### config.mk
export PLATFORM = sky130hd
export DESIGN_NAME = ex_alu_rs
export DESIGN_NICKNAME = d
export VERILOG_FILES = /design/src/rtl/ex_alu_rs.sv
export SDC_FILE = /design/constraint.sdc
export NUM_CORES = 2
export LEC_CHECK = 0
export CORE_UTILIZATION = 55
export DETAILED_ROUTE_END_ITERATION = 6
export PLACE_DENSITY_LB_ADDON = 0.15
export SETUP_SLACK_MARGIN = 0.4
export SYNTH_ARGS = -nofsm -noshare
export SYNTH_HDL_FRONTEND = slang
export SYNTH_SLANG_ARGS = --single-unit
### constraint.sdc
create_clock -name clk -period 40.4 [get_ports clk]
set_clock_uncertainty 0.05 [all_clocks]
set_input_delay 8.08 -clock clk [delete_from_list [all_inputs] [get_ports clk]]
set_output_delay 8.08 -clock clk [all_outputs]
set_load 0.02 [all_outputs]
### src/rtl/ex_alu_rs.sv
// ALU reservation station: buffers allocated ALU ops, snoops the result bus
// for locked operands, and issues the lowest-index fully unlocked entry per cycle.
module ex_alu_rs #(
  parameter int DEPTH = 4,
  parameter int OP_W  = 6,
  parameter int TAG_W = 4,
  parameter int REG_W = 5
) (
  input  logic             clk,
  input  logic             rst,
  input  logic             rdy,
  input  logic             alloc_en_in,
  input  logic [OP_W-1:0]  alloc_op_in,
  input  logic [TAG_W-1:0] alloc_tagx_in,
  input  logic [TAG_W-1:0] alloc_tagy_in,
  input  logic [TAG_W-1:0] alloc_tagw_in,
  input  logic [31:0]      alloc_datax_in,
  input  logic [31:0]      alloc_datay_in,
  input  logic [REG_W-1:0] alloc_target_in,
  input  logic [31:0]      alloc_pc_in,
  output logic             full_out,
  input  logic             cdb_en_in,
  input  logic [TAG_W-1:0] cdb_tag_in,
  input  logic [31:0]      cdb_data_in,
  input  logic             flush_in,
  output logic             alu_busy_out,
  output logic [OP_W-1:0]  alu_op_out,
  output logic [TAG_W-1:0] alu_tagx_out,
  output logic [TAG_W-1:0] alu_tagy_out,
  output logic [TAG_W-1:0] alu_tagw_out,
  output logic [31:0]      alu_datax_out,
  output logic [31:0]      alu_datay_out,
  output logic [REG_W-1:0] alu_target_out,
  output logic [31:0]      pc_out
);

  localparam int IDX_W = (DEPTH > 1) ? $clog2(DEPTH) : 1;

  logic [DEPTH-1:0] valid_q, valid_nxt, ready;
  logic [OP_W-1:0]  op_q     [DEPTH];
  logic [TAG_W-1:0] tagx_q   [DEPTH];
  logic [TAG_W-1:0] tagy_q   [DEPTH];
  logic [TAG_W-1:0] tagw_q   [DEPTH];
  logic [31:0]      datax_q  [DEPTH];
  logic [31:0]      datay_q  [DEPTH];
  logic [REG_W-1:0] target_q [DEPTH];
  logic [31:0]      pc_q     [DEPTH];

  logic             issue_found, alloc_found, alloc_ok;
  logic [IDX_W-1:0] issue_idx, alloc_idx;
  logic             hit_x, hit_y, hit_w;

  // Issued ops always carry resolved operands, so their tags are constant zero.
  assign alu_tagx_out = '0;
  assign alu_tagy_out = '0;
  assign alu_tagw_out = '0;

  always_comb begin
    for (int i = 0; i < DEPTH; i++)
      ready[i] = valid_q[i] && (tagx_q[i] == '0) && (tagy_q[i] == '0) && (tagw_q[i] == '0);
  end

  always_comb begin
    issue_found = 1'b0;
    issue_idx   = '0;
    alloc_found = 1'b0;
    alloc_idx   = '0;
    // Scan downward so the lowest matching index is the one left standing.
    for (int i = DEPTH - 1; i >= 0; i--) begin
      if (ready[i]) begin
        issue_found = 1'b1;
        issue_idx   = IDX_W'(i);
      end
      if (!valid_q[i]) begin
        alloc_found = 1'b1;
        alloc_idx   = IDX_W'(i);
      end
    end
    alloc_ok  = alloc_en_in && !full_out && alloc_found;
    valid_nxt = valid_q;
    if (issue_found) valid_nxt[issue_idx] = 1'b0;
    if (alloc_ok)    valid_nxt[alloc_idx] = 1'b1;
  end

  assign hit_x = cdb_en_in && (alloc_tagx_in == cdb_tag_in);
  assign hit_y = cdb_en_in && (alloc_tagy_in == cdb_tag_in);
  assign hit_w = cdb_en_in && (alloc_tagw_in == cdb_tag_in);

  always_ff @(posedge clk or posedge rst) begin
    if (rst) begin
      valid_q        <= '0;
      full_out       <= 1'b0;
      alu_busy_out   <= 1'b0;
      alu_op_out     <= '0;
      alu_datax_out  <= '0;
      alu_datay_out  <= '0;
      alu_target_out <= '0;
      pc_out         <= '0;
      for (int i = 0; i < DEPTH; i++) begin
        op_q[i]     <= '0;
        tagx_q[i]   <= '0;
        tagy_q[i]   <= '0;
        tagw_q[i]   <= '0;
        datax_q[i]  <= '0;
        datay_q[i]  <= '0;
        target_q[i] <= '0;
        pc_q[i]     <= '0;
      end
    end else if (rdy) begin
      if (flush_in) begin
        valid_q      <= '0;
        full_out     <= 1'b0;
        alu_busy_out <= 1'b0;
      end else begin
        for (int i = 0; i < DEPTH; i++) begin
          if (cdb_en_in && valid_q[i]) begin
            if (tagx_q[i] == cdb_tag_in) begin
              tagx_q[i]  <= '0;
              datax_q[i] <= cdb_data_in;
            end
            if (tagy_q[i] == cdb_tag_in) begin
              tagy_q[i]  <= '0;
              datay_q[i] <= cdb_data_in;
            end
            if (tagw_q[i] == cdb_tag_in) tagw_q[i] <= '0;
          end
        end
        alu_busy_out <= issue_found;
        if (issue_found) begin
          alu_op_out     <= op_q[issue_idx];
          alu_datax_out  <= datax_q[issue_idx];
          alu_datay_out  <= datay_q[issue_idx];
          alu_target_out <= target_q[issue_idx];
          pc_out         <= pc_q[issue_idx];
        end
        // The target slot is invalid, so this write never collides with a wakeup.
        if (alloc_ok) begin
          op_q[alloc_idx]     <= alloc_op_in;
          tagx_q[alloc_idx]   <= hit_x ? '0 : alloc_tagx_in;
          tagy_q[alloc_idx]   <= hit_y ? '0 : alloc_tagy_in;
          tagw_q[alloc_idx]   <= hit_w ? '0 : alloc_tagw_in;
          datax_q[alloc_idx]  <= hit_x ? cdb_data_in : alloc_datax_in;
          datay_q[alloc_idx]  <= hit_y ? cdb_data_in : alloc_datay_in;
          target_q[alloc_idx] <= alloc_target_in;
          pc_q[alloc_idx]     <= alloc_pc_in;
        end
        valid_q  <= valid_nxt;
        full_out <= &valid_nxt;
      end
    end
  end

endmodule

Routed metal per tile:
(1.5 px per um) The die is cut into 23 by 23 equal tiles; white is low, dark blue is high, scaled to the fullest tile. Values are wire area over tile area, all layers added.
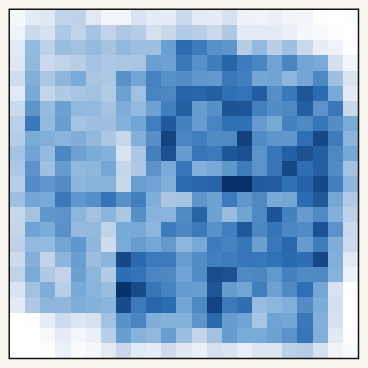
mean over tiles	0.35
fullest tile	0.74
densest ninth of the die	east
via count of the routed design: 28,100
drt total wl: 107,000 um

Signal wires on met4:
(2 px per um) Supply wires on this layer in gray.
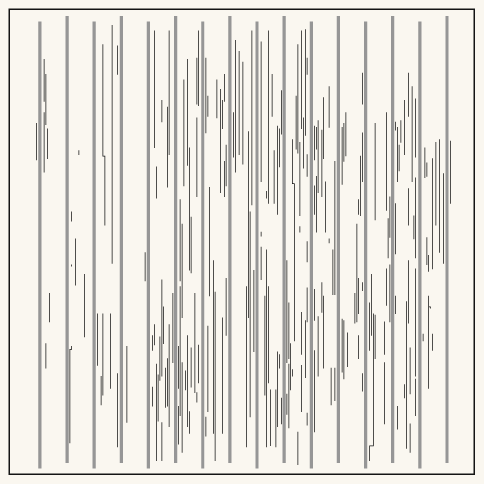
nets with wire on the layer	126
share of all routed wire	5.9%
longest straight run	119 um
wire length on this layer	6,330 um

Zoomed window:
Window x 101 to 131, y 55 to 85 um. Cells in gray, sequential cells in the stronger gray; small squares are vias.
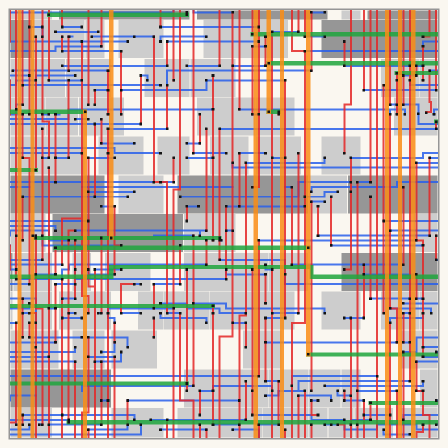
layer	color
met1	blue
met2	red
met3	green
met4	orange
most frequent	buf_4 (8), dfrtp_1 (7), xnor2_1 (6)
sequential cells in the window	7
netlist names of flops here include	`tagx_q` (4), `datax_q` (3)
cells with their middle in the window	64

==> CHANGELOG.md <==
### Implementation results

* DR top layer: met5
* Slew headroom at 7.40%
* Flop pwr share at 43.7%
* Grt ovf at 0
* Synth area leader: dfrtp_1
* Cell area leaders: dfrtp_1 51%, nand2_1 8.4%, a21oi_1 6.2%
* Critical Path End Type: register
* Die H at 232 um
* Max Cap Viol at 0
* Vias in the first global route at 28,100
* Setup total negative slack at 0 ns
* Syn Area/Cell at a little over 9 um^2
* Met2 WL at 49,100 um
* Placed instance count at 3,873
* Final HPWL DP at about 57,000 um
* Core utilization at floorplan at between 50% and 60%
* Unique cell types at roughly 56
* Share of cells above drive strength 1 at between 5 and 6%
* Non-CTS buffers at 323
* Clock transition at the registers of the reported paths at roughly 0.060 ns
* Synthesized instance count at about 3,200
* P_int at 1.36 mW
* Kind of critical path: input port to register
* Fin nets at around 3,400
* Met3 usage at approximately a tenth
* Simple share at around 15%
* Status: finished, final reports clean
* DR pass1 iterations at 7
* Comb area at 0.0129 mm^2
* R2R Path End: datay_q[87]
* Commonest flop: dfrtp_1
* Seq/Total Area, Yosys at roughly 51%
* Port buffer count at 269
* Most used routing layer in global routing: met2
* Synth top cells by count: 647 x nand2_1, 589 x dfrtp_1, 360 x a21oi_1
* Worst path cell trace: clkdlybuf4s50_1, nand2b_4, buf_4, buf_4, nor2_1, a222oi_1
* Reg-to-Reg Start: full_out
* CP Depth at 6
* Max incr delay on CP at between 0.9 and 1 ns
* WP data arrival at about 12 ns
* Top Registers: datax_q (128), datay_q (128), pc_q (128)
* YS chip area at approximately 0.029 mm^2
* Flop Count at slightly below 600
* CP startpoint: flush_in
* Total power at 2.02 mW
* Tcrit/Tclk final at between 20% and 30%
* Clock Power Share at 30.7%
* Unrepaired setup endpoints after global routing: no
* Mi-comb count at roughly 2,200
* Hold Path Stages at 2
* FF/Latch Area at 0.0147 mm^2
* Hold-fix buffers, CTS at 0
* Worst-margin pin slew at around 1.4 ns
* M2 GR Usage at between 60 and 70%
* Antenna viol nets, final at 0
* Inverters at 74
* Power per cell area at 59.1 mW/mm^2
* Final Max Slew Viols at 0
* Adder-cell share of the synthesized area at 0%
* EDFF count, synth at 0
* Fin area at 0.0342 mm^2
* Comb/total area at 37.8%
* CTS tree: built
* Vias per std cell at between 7 and 8
* Drt first-iter violations at 4,654
* CP required at 40.83 ns
* CTS root buf: clkbuf_16
* Insertion Delay late pin at slightly above 0.6 ns
* Crit path buffers/inverters at 3
* Yosys stat cell total at ~3,200
* Total die size at roughly 0.054 mm^2
* First-pass GRT wire length at 164,000 um
* Post-layout min period at about 12 ns
* Final Hold Slack at around 0.42 ns
* Setup Viol. Count Final at 0
* Mapped cell area at around 0.029 mm^2
* Worst hold path type: register to register
* RePlAce Congestion at 0.866
* Rows at approximately 83
* Worst setup margin at 28.74 ns
* Critical path launch point type: input port
* Asr flop ratio synth at 100%
* VDD IR-drop max at ~0.042 mV
* Synth mux share at less than 1%
* Sw power at between 0.6 and 0.7 mW
* Seq power at approximately 0.88 mW
* CORE AREA at 0.0517 mm^2
* Worst slack, placed at approximately 28 ns
* Post-route insts no fill at ~4,000
* Largest net degree at the start of global routing at 216
* CTS Sinks at about 590
* Switching share of power at 32.5%
* GRT Util Overall at between 30% and 40%
* Yosys top cell by instances: nand2_1
* CP Max Fanout at approximately 87
* Most frequent CP cell: buf_4
* # Taps at ~680
Power and IR drop assume default switching activity.
